[src/rtl/mmcm_ps_servo.sv]
// rtl/mmcm_ps_servo.sv - MMCM dynamic phase-shift servo: boxcar average, step budget, psen/psdone handshake
module mmcm_ps_servo #(
  parameter int ERR_W        = 32,
  parameter int AVG_LOG2     = 6,
  parameter int RATE_W       = 16,
  parameter int POS_W        = 24,
  parameter int DONE_TIMEOUT = 64,
  parameter int LOCK_CNT     = 16
) (
  input  logic              psclk,
  input  logic              reset,
  input  logic              enable,
  input  logic              mode,
  input  logic [3:0]        gain_shift,
  input  logic [ERR_W-1:0]  deadband,
  input  logic [RATE_W-1:0] min_gap,
  input  logic [ERR_W-1:0]  err_in,
  input  logic              err_valid,
  input  logic              clear_err,
  input  logic              psdone,
  output logic              psen,
  output logic              psincdec,
  output logic [POS_W-1:0]  ps_pos,
  output logic [ERR_W-1:0]  avg_out,
  output logic              locked,
  output logic              busy,
  output logic              timeout_err
);
  localparam int DEPTH = 1 << AVG_LOG2;
  localparam int SUM_W = ERR_W + AVG_LOG2;
  localparam int TMR_W = $clog2(DONE_TIMEOUT + 1);
  localparam int LCK_W = $clog2(LOCK_CNT + 1);

  localparam logic [1:0] S_IDLE = 2'd0;
  localparam logic [1:0] S_REQ  = 2'd1;
  localparam logic [1:0] S_WAIT = 2'd2;
  localparam logic [1:0] S_GAP  = 2'd3;

  localparam logic [POS_W-1:0] POS_MAX = {1'b0, {(POS_W-1){1'b1}}};
  localparam logic [POS_W-1:0] POS_MIN = {1'b1, {(POS_W-1){1'b0}}};

  logic [ERR_W-1:0]        win_mem [DEPTH];
  logic [AVG_LOG2-1:0]     wptr;
  logic [AVG_LOG2:0]       fill;
  logic signed [SUM_W-1:0] sum;
  logic signed [SUM_W-1:0] err_ext;
  logic signed [SUM_W-1:0] old_ext;
  logic [ERR_W-1:0]        old_val;
  logic                    win_full;
  logic                    sum_vld, sum_full, avg_vld, avg_full;

  assign win_full = (fill == (AVG_LOG2+1)'(DEPTH));
  assign old_val  = win_mem[wptr];
  assign err_ext  = {{AVG_LOG2{err_in[ERR_W-1]}}, err_in};
  assign old_ext  = win_full ? {{AVG_LOG2{old_val[ERR_W-1]}}, old_val} : '0;

  always_ff @(posedge psclk) begin
    if (err_valid) win_mem[wptr] <= err_in;
  end

  // The full flag travels with each sample so an update never acts on a partial window
  always_ff @(posedge psclk) begin
    if (reset) begin
      sum      <= '0;
      wptr     <= '0;
      fill     <= '0;
      sum_vld  <= 1'b0;
      sum_full <= 1'b0;
      avg_vld  <= 1'b0;
      avg_full <= 1'b0;
      avg_out  <= '0;
    end else begin
      sum_vld  <= err_valid;
      avg_vld  <= sum_vld;
      avg_full <= sum_full;
      if (sum_vld) avg_out <= sum[SUM_W-1:AVG_LOG2];
      if (err_valid) begin
        sum      <= sum + err_ext - old_ext;
        wptr     <= wptr + AVG_LOG2'(1);
        sum_full <= (fill >= (AVG_LOG2+1)'(DEPTH - 1));
        if (!win_full) fill <= fill + (AVG_LOG2+1)'(1);
      end
    end
  end

  logic             upd, in_db, avg_neg, dir;
  logic [ERR_W-1:0] mag, shifted;
  logic [7:0]       budget, pending;
  logic [LCK_W-1:0] lock_cnt, lock_next;

  assign upd     = avg_vld && avg_full;
  assign avg_neg = avg_out[ERR_W-1];
  assign mag     = avg_neg ? (~avg_out + ERR_W'(1)) : avg_out;
  assign in_db   = (mag <= deadband);
  assign shifted = mag >> gain_shift;

  always_comb begin
    budget = 8'd1;
    if (mode) begin
      if (shifted > ERR_W'(255)) budget = 8'd255;
      else if (shifted != '0)    budget = shifted[7:0];
    end
  end

  assign lock_next = !in_db ? '0 :
                     (lock_cnt == LCK_W'(LOCK_CNT)) ? lock_cnt : lock_cnt + LCK_W'(1);

  always_ff @(posedge psclk) begin
    if (reset) begin
      lock_cnt <= '0;
      locked   <= 1'b0;
      dir      <= 1'b0;
    end else if (upd) begin
      lock_cnt <= lock_next;
      locked   <= (lock_next == LCK_W'(LOCK_CNT));
      if (!in_db) dir <= avg_neg;
    end
  end

  logic [1:0]        state;
  logic [TMR_W-1:0]  timer;
  logic [RATE_W-1:0] gap_cnt;
  logic              step_done, timeout_hit;

  assign step_done   = (state == S_WAIT) && psdone;
  assign timeout_hit = (state == S_WAIT) && !psdone && (timer == TMR_W'(DONE_TIMEOUT - 1));
  assign busy        = (state != S_IDLE) || (pending != '0);

  // A fresh budget replaces whatever is left, even when a step completes in the same cycle
  always_ff @(posedge psclk) begin
    if (reset)                            pending <= '0;
    else if (!enable)                     pending <= '0;
    else if (upd)                         pending <= in_db ? 8'd0 : budget;
    else if (step_done && pending != '0)  pending <= pending - 8'd1;
    else if (timeout_hit)                 pending <= '0;
  end

  always_ff @(posedge psclk) begin
    if (reset) begin
      state       <= S_IDLE;
      psen        <= 1'b0;
      psincdec    <= 1'b0;
      timer       <= '0;
      gap_cnt     <= '0;
      ps_pos      <= '0;
      timeout_err <= 1'b0;
    end else begin
      psen <= 1'b0;
      if (clear_err) timeout_err <= 1'b0;
      case (state)
        S_IDLE: begin
          if (enable && pending != '0) begin
            state    <= S_REQ;
            psen     <= 1'b1;
            psincdec <= dir;
            timer    <= '0;
          end
        end
        S_REQ: begin
          state <= S_WAIT;
          timer <= timer + TMR_W'(1);
        end
        S_WAIT: begin
          if (psdone) begin
            if (psincdec && ps_pos != POS_MAX)       ps_pos <= ps_pos + POS_W'(1);
            else if (!psincdec && ps_pos != POS_MIN) ps_pos <= ps_pos - POS_W'(1);
            gap_cnt <= '0;
            state   <= S_GAP;
          end else if (timeout_hit) begin
            timeout_err <= 1'b1;
            gap_cnt     <= '0;
            state       <= S_GAP;
          end else begin
            timer <= timer + TMR_W'(1);
          end
        end
        default: begin
          if (gap_cnt >= min_gap) state <= S_IDLE;
          else                    gap_cnt <= gap_cnt + RATE_W'(1);
        end
      endcase
    end
  end
endmodule

[config.mk]
export PLATFORM = sky130hd
export DESIGN_NAME = mmcm_ps_servo
export DESIGN_NICKNAME = d
export VERILOG_FILES = /design/src/rtl/mmcm_ps_servo.sv
export SDC_FILE = /design/constraint.sdc
export NUM_CORES = 2
export LEC_CHECK = 0
export CAP_MARGIN = 20
export CORE_MARGIN = 1.5
export CORE_UTILIZATION = 40
export CTS_CLUSTER_DIAMETER = 120
export DETAILED_ROUTE_END_ITERATION = 10
export PLACE_DENSITY = 0.66
export SYNTH_ARGS = -nofsm -noshare
export SYNTH_HDL_FRONTEND = slang
export SYNTH_SLANG_ARGS = --single-unit
[constraint.sdc]
create_clock -name psclk -period 12.4 [get_ports psclk]
set_input_delay 1.86 -clock psclk [delete_from_list [all_inputs] [get_ports psclk]]
set_output_delay 1.86 -clock psclk [all_outputs]
set_load 0.02 [all_outputs]
Placed standard cells:
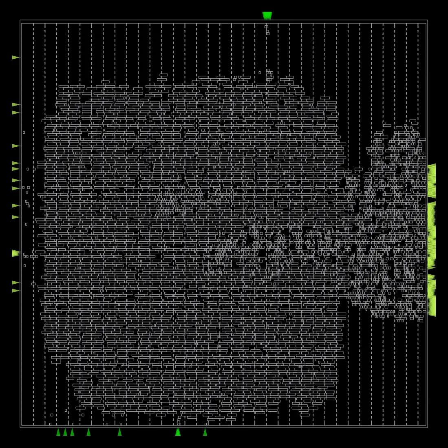
num tapcells: 3009
Util after Layout: 45.9%
core footprint: 0.228 mm^2
row count: 175
fraction of area in registers: 61.9%

A small window of the routed layout:
Bar = 10 um. Region (229, 132) to (254, 157) um. Cells in grey, sequential cells in the stronger grey; small squares are vias.
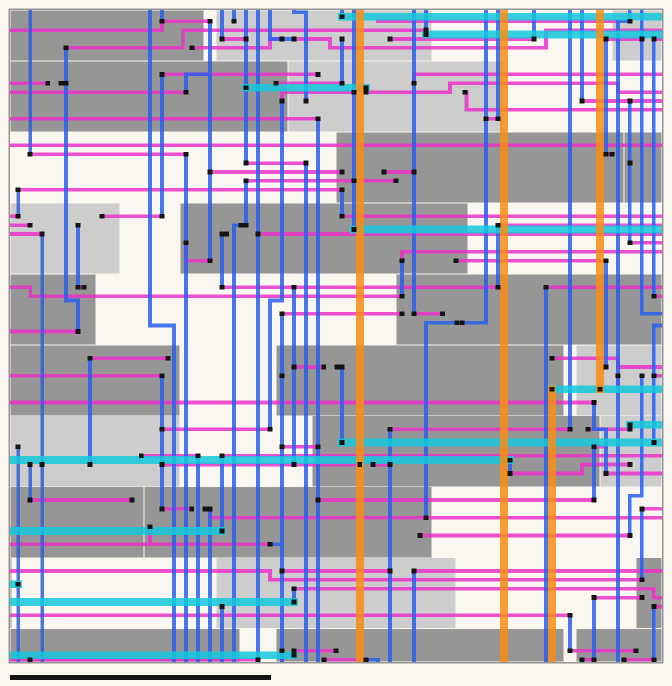
Key: metal 2 = blue; metal 4 = orange; metal 3 = cyan; metal 1 = magenta
Most frequent: edfxtp_1 (9), mux4_2 (4), clkbuf_16 (1). 14 logic cells have their middle in the window. Sequential cells in the window: 9. Netlist names of flops here include win_mem (9).

## synthesized netlist by cell type (14+ instances only)
| library cell | instances | share of area [%] |
|---|---|---|
| edfxtp_1 | 2048 | 67 |
| mux4_2 | 662 | 16 |
| nor2_1 | 244 | 1.0 |
| inv_1 | 190 | 0.78 |
| clkbuf_1 | 162 | 0.66 |
| dfxtp_1 | 160 | 3.5 |
| nand2_1 | 140 | 0.57 |
| ha_1 | 119 | 1.6 |
| mux2i_1 | 117 | 1.3 |
| a21oi_1 | 104 | 0.57 |
| o21ai_0 | 94 | 0.51 |
| buf_1 | 75 | 0.31 |
| xnor2_1 | 59 | 0.56 |
| nand3_1 | 54 | 0.29 |
| a211oi_1 | 51 | 0.42 |
| a21o_1 | 38 | 0.31 |
| fa_1 | 38 | 0.83 |
| nor3_1 | 38 | 0.21 |
| nand4_1 | 34 | 0.23 |
| nand2b_1 | 33 | 0.22 |
| xor2_1 | 29 | 0.28 |
| nor2b_1 | 27 | 0.18 |
| nor4_1 | 22 | 0.15 |
| or3_1 | 22 | 0.15 |
| a31oi_1 | 18 | 0.12 |
| and2_1 | 16 | 0.11 |
| o211ai_1 | 15 | 0.12 |
| and3_1 | 14 | 0.095 |
| o21a_1 | 14 | 0.11 |
## power breakdown
part           switching (uW)  total [uW]  internal (uW)
Sequential                143        8360           8210
Combinational            1120        2010            895
Clock                    2800        6240           3440
Total                    4060       16600          12600
## area by class of cell
class / instances / share of cell area [%]
flip-flops and latches: 2208 / 61.9
multi-input cells: 2181 / 25.0
clock buffers: 268 / 5.34
well taps: 3009 / 3.60
repair buffers: 288 / 2.37
clock inverters: 122 / 1.06
inverters: 193 / 0.693
diodes: 4 / 0.00958
==> run notes <==
run metrics: pre-CTS setup slack 5.12 ns, Yosys chip area 0.0920 mm^2, Max Fclk 0.135 GHz, vias per inst 5.87, dominant logic cell type in the layout edfxtp_1, wire per inst 28.8 um, Layout fillers 18.8k, sequential share of the synthesized area 70.3%, CP peak stage delay 0.62 ns, vias in the first global route 47.9k, Largest Register win_mem, worst-case clock buffer depth 3, Period minus WS final 7.40 ns, Top Layer Used met5, Slew HR 28.7%, met2 usage 32.1%, status completed, crit-path cells buf_4 > buf_12 > mux4_2 > mux4_2 > mux2i_1 > nand2_1 > o211ai_1 > fa_1 > ha_1 > nand4_1 > nor3_1 > a211oi_1 > o21ai_0 > a21oi_1 > o211a_1 > o21ai_0 > o21ai_0 > a211o_1 > o31ai_1, tool warning count 40, most frequent cells in the layout 2048 x edfxtp_1, 662 x mux4_2, 214 x clkbuf_16, largest family of logic cells by area multiplexers, Layout area overhead 13.6%, Routed met3 length 20600 um, clk root buf clkbuf_16, Die Ht 483 um, register area 0.0647 mm^2, CP startpoint kind register, leakage power 0.0330 uW, worst path arrival time 8.13 ns, drt drc 0, Final Power 16600 uW, final setup TNS 0 ns, simple logic cell fraction of the synthesized area 3.72%, ys cells 4824, Max Cap Viol 0, Critical Path Most Common Cell o21ai_0, #FFs+latches synth 2208, Async SR Flop Fraction 0%, final WL 238000 um, worst r2r dst sum[35], data required time of the critical path 13.13 ns, TritonCTS Buffers 211, Synth Net Count 5072, ANT nets after route 0, total gr overflow 0, synthesized area per cell 19.1 um^2, Worst Hold Depth 2, GPL Wtd Cong 0.876, Synth Area in XOR/XNOR 0.912%, number of enable flip-flop cells 2048, RSZ-0062 raised after global routing no, buffer count from post-CTS setup fixing 0, Synth Flop Type edfxtp_1, top flop regs win_mem (2048), sum (38), avg_out (32), Slew Viols, Final 0, CTS-repair resized insts 0, clock-pin slew on the worst setup and hold paths 0.06 ns, Worst VDD drop 0.148 mV, Horiz. Die Dim 483 um, Comb area 0.0261 mm^2, CTS H-tree lvls 4, fp util 40.4%, Yosys cell types 84, Most Crowded Layer GR met2, share of layout cells above drive strength 1 23.3%, iteration count of the initial detailed-routing pass 5, pin count of the biggest net entering global routing 114, CP Capture Type register, synth warn 0, Synth Area in Adders 2.46%, Post-Layout Cell Count 8273, initial antenna violation count 7, crit path buf inv count 2, CP delay by family, top AND-OR/OR-AND gates, Final Cycle Share 59.7%, Synth Area in Compound Gates 3.20%, I/O pin count 152, DR vias 48.6k, critical path depth in cells 19, met2 WL 112000 um, clock sink count 2208, Pwr Density 159 mW/mm^2, Hold Path End locked, GR Layer Usage met1 29.3%, Crit-path slowest cell dfxtp_4, Cell Area, Placed 0.0978 mm^2, CP endpoint sum[35], Hold Violations, Final 0
No activity file was given, so power comes from the tool's default toggle rates.
